### Local utilization

The die is cut into 7 by 7 equal tiles; black is low, pale yellow is high, 0 to 100% covered.
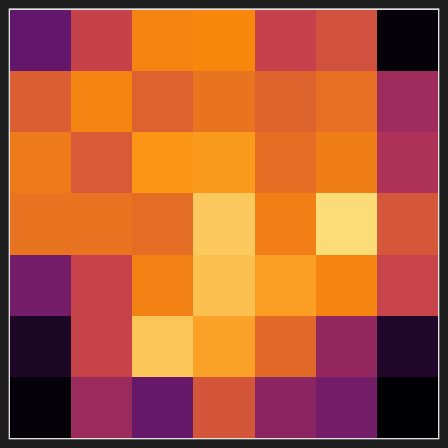
### Cells by drive strength

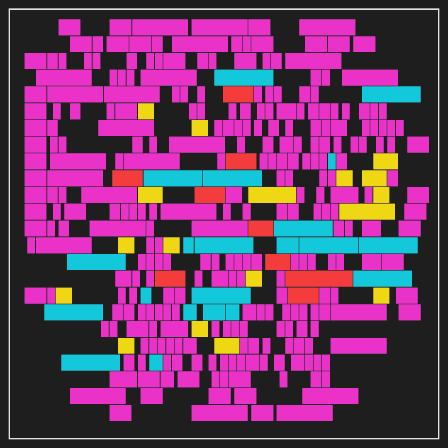
### Register map, names as in the netlist

Other sequential cells in the stronger grey, the rest of the logic in the fainter grey.
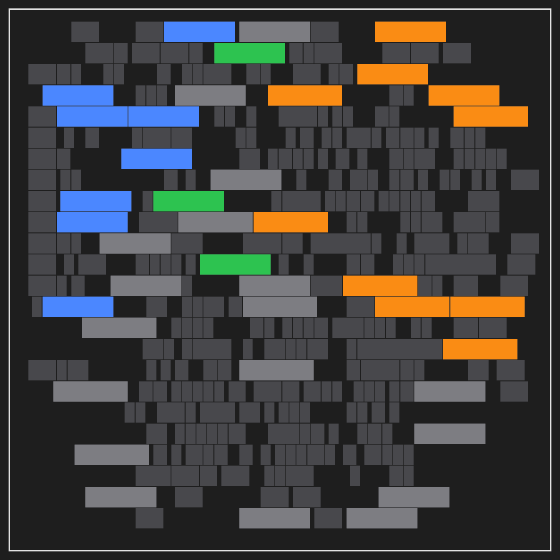
### Routing congestion

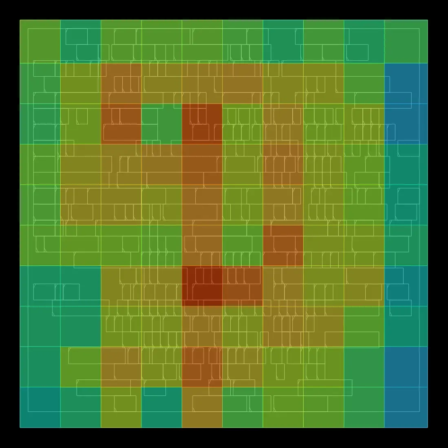
[config.mk]
export PLATFORM = sky130hd
export DESIGN_NAME = vga_timing_core
export DESIGN_NICKNAME = d
export VERILOG_FILES = /design/src/rtl/vga_defs.sv /design/src/rtl/vga_axis_counter.sv /design/src/rtl/vga_timing_core.sv
export SDC_FILE = /design/constraint.sdc
export NUM_CORES = 1
export LEC_CHECK = 0
export ABC_AREA = 1
export CAP_MARGIN = 0
export CORE_UTILIZATION = 45
export CTS_CLUSTER_DIAMETER = 150
export DETAILED_ROUTE_END_ITERATION = 8
export PLACE_DENSITY = 0.73
export SETUP_SLACK_MARGIN = 0.3
export SLEW_MARGIN = 20
export SYNTH_ARGS = -nofsm -noshare
export SYNTH_HDL_FRONTEND = slang
export SYNTH_SLANG_ARGS = --single-unit
[constraint.sdc]
create_clock -name clk -period 2 [get_ports clk]
set_input_delay 0.2 -clock clk [delete_from_list [all_inputs] [get_ports clk]]
set_output_delay 0.2 -clock clk [all_outputs]
set_load 0.01 [all_outputs]
[src/rtl/vga_defs.sv]
// vga_defs: shared definitions for the VGA timing core.
//   - 640x480@60 timing constants used as default parameter values
//   - default colour channel widths
//   - helpers for packed {R,G,B} field offsets and range decoding
//   - per-pixel flag bundle carried through the sync/colour delay line
package vga_defs;

    localparam int DEF_H_ACTIVE = 640;
    localparam int DEF_H_FP     = 16;
    localparam int DEF_H_SYNC   = 96;
    localparam int DEF_H_BP     = 48;

    localparam int DEF_V_ACTIVE = 480;
    localparam int DEF_V_FP     = 10;
    localparam int DEF_V_SYNC   = 2;
    localparam int DEF_V_BP     = 33;

    localparam int DEF_R_W = 3;
    localparam int DEF_G_W = 3;
    localparam int DEF_B_W = 2;

    // Flags describing one pixel position as it travels towards the pins.
    typedef struct packed {
        logic active;
        logic hs;
        logic vs;
    } vga_flags_t;

    // Bit offset of the red field in a packed {R,G,B} word.
    function automatic int red_ofs(input int g_w, input int b_w);
        return g_w + b_w;
    endfunction

    // Bit offset of the green field in a packed {R,G,B} word.
    function automatic int green_ofs(input int b_w);
        return b_w;
    endfunction

    // True when lo <= v < hi.
    function automatic logic in_span(input int unsigned v, input int unsigned lo,
                                     input int unsigned hi);
        return (v >= lo) && (v < hi);
    endfunction

endpackage

[src/rtl/vga_axis_counter.sv]
// vga_axis_counter: wrapping counter for one display axis (h or v).
//   clk, rst : clock, asynchronous active-high reset
//   en       : advance by one position
//   cnt      : current position, wraps LIMIT -> 0; resets to LIMIT so the
//              first enable lands on position 0
//   tc       : cnt is at LIMIT (next enable wraps)
//   active   : cnt < ACT_END
//   sync     : SYNC_START <= cnt < SYNC_END
// active/sync are registered together with cnt, so they always describe
// the position currently held in cnt.
module vga_axis_counter
    import vga_defs::*;
#(
    parameter int CNT_W      = 10,
    parameter int LIMIT      = 799,
    parameter int ACT_END    = 640,
    parameter int SYNC_START = 656,
    parameter int SYNC_END   = 752
) (
    input  logic             clk,
    input  logic             rst,
    input  logic             en,
    output logic [CNT_W-1:0] cnt,
    output logic             tc,
    output logic             active,
    output logic             sync
);

    logic [CNT_W-1:0] cnt_r;
    logic [CNT_W-1:0] cnt_next_s;
    logic             tc_s;
    logic             active_r;
    logic             sync_r;

    // Terminal count and next position.
    always_comb begin
        tc_s = (cnt_r == CNT_W'(LIMIT));
        if (tc_s) begin
            cnt_next_s = {CNT_W{1'b0}};
        end else begin
            cnt_next_s = cnt_r + CNT_W'(1);
        end
    end

    // Position register with decode of the position being loaded.
    always_ff @(posedge clk or posedge rst) begin
        if (rst) begin
            cnt_r    <= CNT_W'(LIMIT);
            active_r <= 1'b0;
            sync_r   <= 1'b0;
        end else if (en) begin
            cnt_r    <= cnt_next_s;
            active_r <= in_span(int'(cnt_next_s), 0, ACT_END);
            sync_r   <= in_span(int'(cnt_next_s), SYNC_START, SYNC_END);
        end else begin
            cnt_r    <= cnt_r;
            active_r <= active_r;
            sync_r   <= sync_r;
        end
    end

    assign cnt    = cnt_r;
    assign tc     = tc_s;
    assign active = active_r;
    assign sync   = sync_r;

endmodule

[src/rtl/vga_timing_core.sv]
// vga_timing_core: parametrised VGA timing generator.
//   clk, rst     : board clock, asynchronous active-high reset
//   color_in     : packed {R,G,B} from the pixel generator
//   test_mode    : select built-in colour bars (VGA_TEST_PATTERN_EN only)
//   req          : position on col/row is in the active area
//   col, row     : raw horizontal / vertical counters
//   frame_start  : one-clk pulse after the pixel tick that loads (0,0)
//   vga_red/green/blue, h_sync, v_sync : display pins
// Sync and colour for a position reach the pins PIX_LAT pixel ticks after
// the position is requested, giving the pixel generator that long to answer.
// Optional macro VGA_TEST_PATTERN_EN adds an 8-bar test pattern that is
// substituted for color_in when test_mode=1.
module vga_timing_core
    import vga_defs::*;
#(
    parameter int   CLK_DIV  = 2,
    parameter int   H_ACTIVE = DEF_H_ACTIVE,
    parameter int   H_FP     = DEF_H_FP,
    parameter int   H_SYNC   = DEF_H_SYNC,
    parameter int   H_BP     = DEF_H_BP,
    parameter int   V_ACTIVE = DEF_V_ACTIVE,
    parameter int   V_FP     = DEF_V_FP,
    parameter int   V_SYNC   = DEF_V_SYNC,
    parameter int   V_BP     = DEF_V_BP,
    parameter logic H_POL    = 1'b0,
    parameter logic V_POL    = 1'b0,
    parameter int   PIX_LAT  = 2,
    parameter int   CNT_W    = 10,
    parameter int   R_W      = DEF_R_W,
    parameter int   G_W      = DEF_G_W,
    parameter int   B_W      = DEF_B_W
) (
    input  logic                   clk,
    input  logic                   rst,
    input  logic [R_W+G_W+B_W-1:0] color_in,
    input  logic                   test_mode,
    output logic                   req,
    output logic [CNT_W-1:0]       col,
    output logic [CNT_W-1:0]       row,
    output logic                   frame_start,
    output logic [R_W-1:0]         vga_red,
    output logic [G_W-1:0]         vga_green,
    output logic [B_W-1:0]         vga_blue,
    output logic                   h_sync,
    output logic                   v_sync
);

    localparam int PIX_W   = R_W + G_W + B_W;
    localparam int H_TOTAL = H_ACTIVE + H_FP + H_SYNC + H_BP;
    localparam int V_TOTAL = V_ACTIVE + V_FP + V_SYNC + V_BP;
    localparam int DIV_W   = (CLK_DIV > 1) ? $clog2(CLK_DIV) : 1;
    localparam int R_OFS   = red_ofs(G_W, B_W);
    localparam int G_OFS   = green_ofs(B_W);

    logic [DIV_W-1:0]  div_r;
    logic              pix_ce_s;
    logic [CNT_W-1:0]  h_cnt_s;
    logic [CNT_W-1:0]  v_cnt_s;
    logic              h_tc_s;
    logic              v_tc_s;
    logic              h_act_s;
    logic              v_act_s;
    logic              h_syn_s;
    logic              v_syn_s;
    logic              v_en_s;
    logic              req_s;
    logic              frame_start_r;
    logic [PIX_W-1:0]  pix_src_s;
    logic [PIX_W-1:0]  color_r;

    vga_flags_t [PIX_LAT-1:0] dly_r;
    vga_flags_t [PIX_LAT-1:0] dly_next_s;

    // Pixel-clock enable: high on the last cycle of each CLK_DIV period.
    always_comb begin
        pix_ce_s = (div_r == DIV_W'(CLK_DIV - 1));
        v_en_s   = pix_ce_s & h_tc_s;
        req_s    = h_act_s & v_act_s;
    end

    // Clock divider.
    always_ff @(posedge clk or posedge rst) begin
        if (rst) begin
            div_r <= {DIV_W{1'b0}};
        end else if (pix_ce_s) begin
            div_r <= {DIV_W{1'b0}};
        end else begin
            div_r <= div_r + DIV_W'(1);
        end
    end

    vga_axis_counter #(
        .CNT_W      (CNT_W),
        .LIMIT      (H_TOTAL - 1),
        .ACT_END    (H_ACTIVE),
        .SYNC_START (H_ACTIVE + H_FP),
        .SYNC_END   (H_ACTIVE + H_FP + H_SYNC)
    ) u_h_cnt (
        .clk    (clk),
        .rst    (rst),
        .en     (pix_ce_s),
        .cnt    (h_cnt_s),
        .tc     (h_tc_s),
        .active (h_act_s),
        .sync   (h_syn_s)
    );

    vga_axis_counter #(
        .CNT_W      (CNT_W),
        .LIMIT      (V_TOTAL - 1),
        .ACT_END    (V_ACTIVE),
        .SYNC_START (V_ACTIVE + V_FP),
        .SYNC_END   (V_ACTIVE + V_FP + V_SYNC)
    ) u_v_cnt (
        .clk    (clk),
        .rst    (rst),
        .en     (v_en_s),
        .cnt    (v_cnt_s),
        .tc     (v_tc_s),
        .active (v_act_s),
        .sync   (v_syn_s)
    );

    // Delay-line inputs: stage 0 takes the current position's flags.
    always_comb begin
        dly_next_s[0] = '{active: req_s, hs: h_syn_s, vs: v_syn_s};
        for (int i = 1; i < PIX_LAT; i++) begin
            dly_next_s[i] = dly_r[i-1];
        end
    end

    // Sync/active delay line, shifted once per pixel tick.
    always_ff @(posedge clk or posedge rst) begin
        if (rst) begin
            dly_r <= '0;
        end else if (pix_ce_s) begin
            dly_r <= dly_next_s;
        end else begin
            dly_r <= dly_r;
        end
    end

`ifdef VGA_TEST_PATTERN_EN
    localparam int BAR_W = H_ACTIVE / 8;

    logic [2:0]               bar_s;
    logic [PIX_LAT-1:0][2:0]  bar_r;
    logic [PIX_LAT-1:0][2:0]  bar_next_s;

    // Bar index 0..7 of the requested column, by threshold counting.
    always_comb begin
        bar_s = 3'd0;
        for (int i = 1; i < 8; i++) begin
            bar_s = bar_s + ((h_cnt_s >= CNT_W'(i * BAR_W)) ? 3'd1 : 3'd0);
        end
        bar_next_s[0] = bar_s;
        for (int i = 1; i < PIX_LAT; i++) begin
            bar_next_s[i] = bar_r[i-1];
        end
    end

    // Bar index travels alongside the sync flags so the pattern shares their latency.
    always_ff @(posedge clk or posedge rst) begin
        if (rst) begin
            bar_r <= '0;
        end else if (pix_ce_s) begin
            bar_r <= bar_next_s;
        end else begin
            bar_r <= bar_r;
        end
    end

    // Bar index bits {2,1,0} switch {R,G,B} fully on or off.
    function automatic logic [PIX_W-1:0] bar_color(input logic [2:0] b);
        return {{R_W{b[2]}}, {G_W{b[1]}}, {B_W{b[0]}}};
    endfunction

    // Colour source: test bars or pixel generator.
    always_comb begin
        if (test_mode) begin
            pix_src_s = bar_color(bar_next_s[PIX_LAT-1]);
        end else begin
            pix_src_s = color_in;
        end
    end
`else
    logic unused_test_mode_s;

    // Colour source: pixel generator only.
    always_comb begin
        pix_src_s          = color_in;
        unused_test_mode_s = test_mode;
    end
`endif

    // Colour register: sampled on the tick the position reaches the last stage.
    always_ff @(posedge clk or posedge rst) begin
        if (rst) begin
            color_r <= {PIX_W{1'b0}};
        end else if (pix_ce_s) begin
            if (dly_next_s[PIX_LAT-1].active) begin
                color_r <= pix_src_s;
            end else begin
                color_r <= {PIX_W{1'b0}};
            end
        end else begin
            color_r <= color_r;
        end
    end

    // Frame-start pulse for the cycle following the tick that loads (0,0).
    always_ff @(posedge clk or posedge rst) begin
        if (rst) begin
            frame_start_r <= 1'b0;
        end else begin
            frame_start_r <= pix_ce_s & h_tc_s & v_tc_s;
        end
    end

    assign req         = req_s;
    assign col         = h_cnt_s;
    assign row         = v_cnt_s;
    assign frame_start = frame_start_r;
    assign vga_red     = color_r[R_OFS +: R_W];
    assign vga_green   = color_r[G_OFS +: G_W];
    assign vga_blue    = color_r[0 +: B_W];
    // XNOR with the polarity: flag set drives the active level.
    assign h_sync      = dly_r[PIX_LAT-1].hs ~^ H_POL;
    assign v_sync      = dly_r[PIX_LAT-1].vs ~^ V_POL;

endmodule

==> results.cfg <==
; generated from flow reports
[layout]
final_cells = 381
finish.net_count = 343
area_delta_synth_final_pct = 35.1
regArea_um2 = 992
antenna_cells = 0
sh_seq_area_pct = 35.8

[critical_path]
crit_path_start = u_h_cnt.cnt[1]
path_class = flop to primary output
r2r_slack_ns = 0.34
worst-r2r-cell-count = 9
cp-start-kind = flop
cp.arrival_ns = 1.47
crit_slowest_cell = dfstp_2

[yosys]
avgSynthCellArea_um2 = 7.50

[power]
top_power_group = sequential cells
powerClk_w = 0.000677
combPwrFrac_pct = 2.2
netSwitchingFraction_pct = 19.3
p_comb_w = 0.0000329
seqPwrFrac_pct = 52.6
seq-power_w = 0.000789

[timing]
finalCritPeriodShare_pct = 83.7

[global_routing]
grt_pass1_wl_mm = 7.22

[clock_network]
path_clk_slew_ns = 0.08
postCtsSetupRepairBufs = 0
cts_resized = 0

[floorplanning]
rows = 24
fp_util_pct = 47.0

[status]
status = finished clean

[route]
dr.max_layer_used = met4
Back to the opening pictures, 'Local utilization':
nearly empty tiles: 6.1%
mean over tiles: 56%
tiles over 75% full: 16%
densest ninth of the die: centre

Back to the opening pictures, 'Cells by drive strength':
| size | colour | cells |
|---|---|---|
| drive 2 | cyan | 21 |
| drive 3 to 4 | yellow | 17 |
| drive 1 or less | magenta | 282 |
| drive 6 and up | red | 9 |

Back to the opening pictures, 'Register map, names as in the netlist':
| name in the netlist | colour | flops |
|---|---|---|
| dly_next_s | green | 3 |
| color_r | blue | 8 |
| u_h_cnt.cnt | orange | 10 |
not coloured: 18

Back to the opening pictures, 'Routing congestion':
Final Core Density: 63.6%
GR Util met1: 25.4%
Global Route Usage Sum: 18.5%
met2 GRT Util: 29.6%

[cells by family after synthesis]
family	synth area share [%]
AND-OR/OR-AND	6.23
XOR/XNOR	1.28
adder cells (fa/ha/maj)	2.44
buffers and inverters	7.76
flip-flops	48.3
AND/OR/NAND/NOR	34.0
[worst max-delay path, delay by kind of cell (launching register included)]
| family | cells | cell delay (ns) |
|---|---|---|
| DFF | 1 | 0.57 |
| buffers and inverters | 2 | 0.62 |
[cells in the final DEF, fill, tap and decap left out, types with 10 or more instances in the layout]
cell type,count
nand2_1,97
clkdlybuf4s50_1,41
inv_1,34
nand3_1,27
dfrtp_1,26
nor2_1,20
o21ai_0,15
buf_4,10
dfstp_2,10
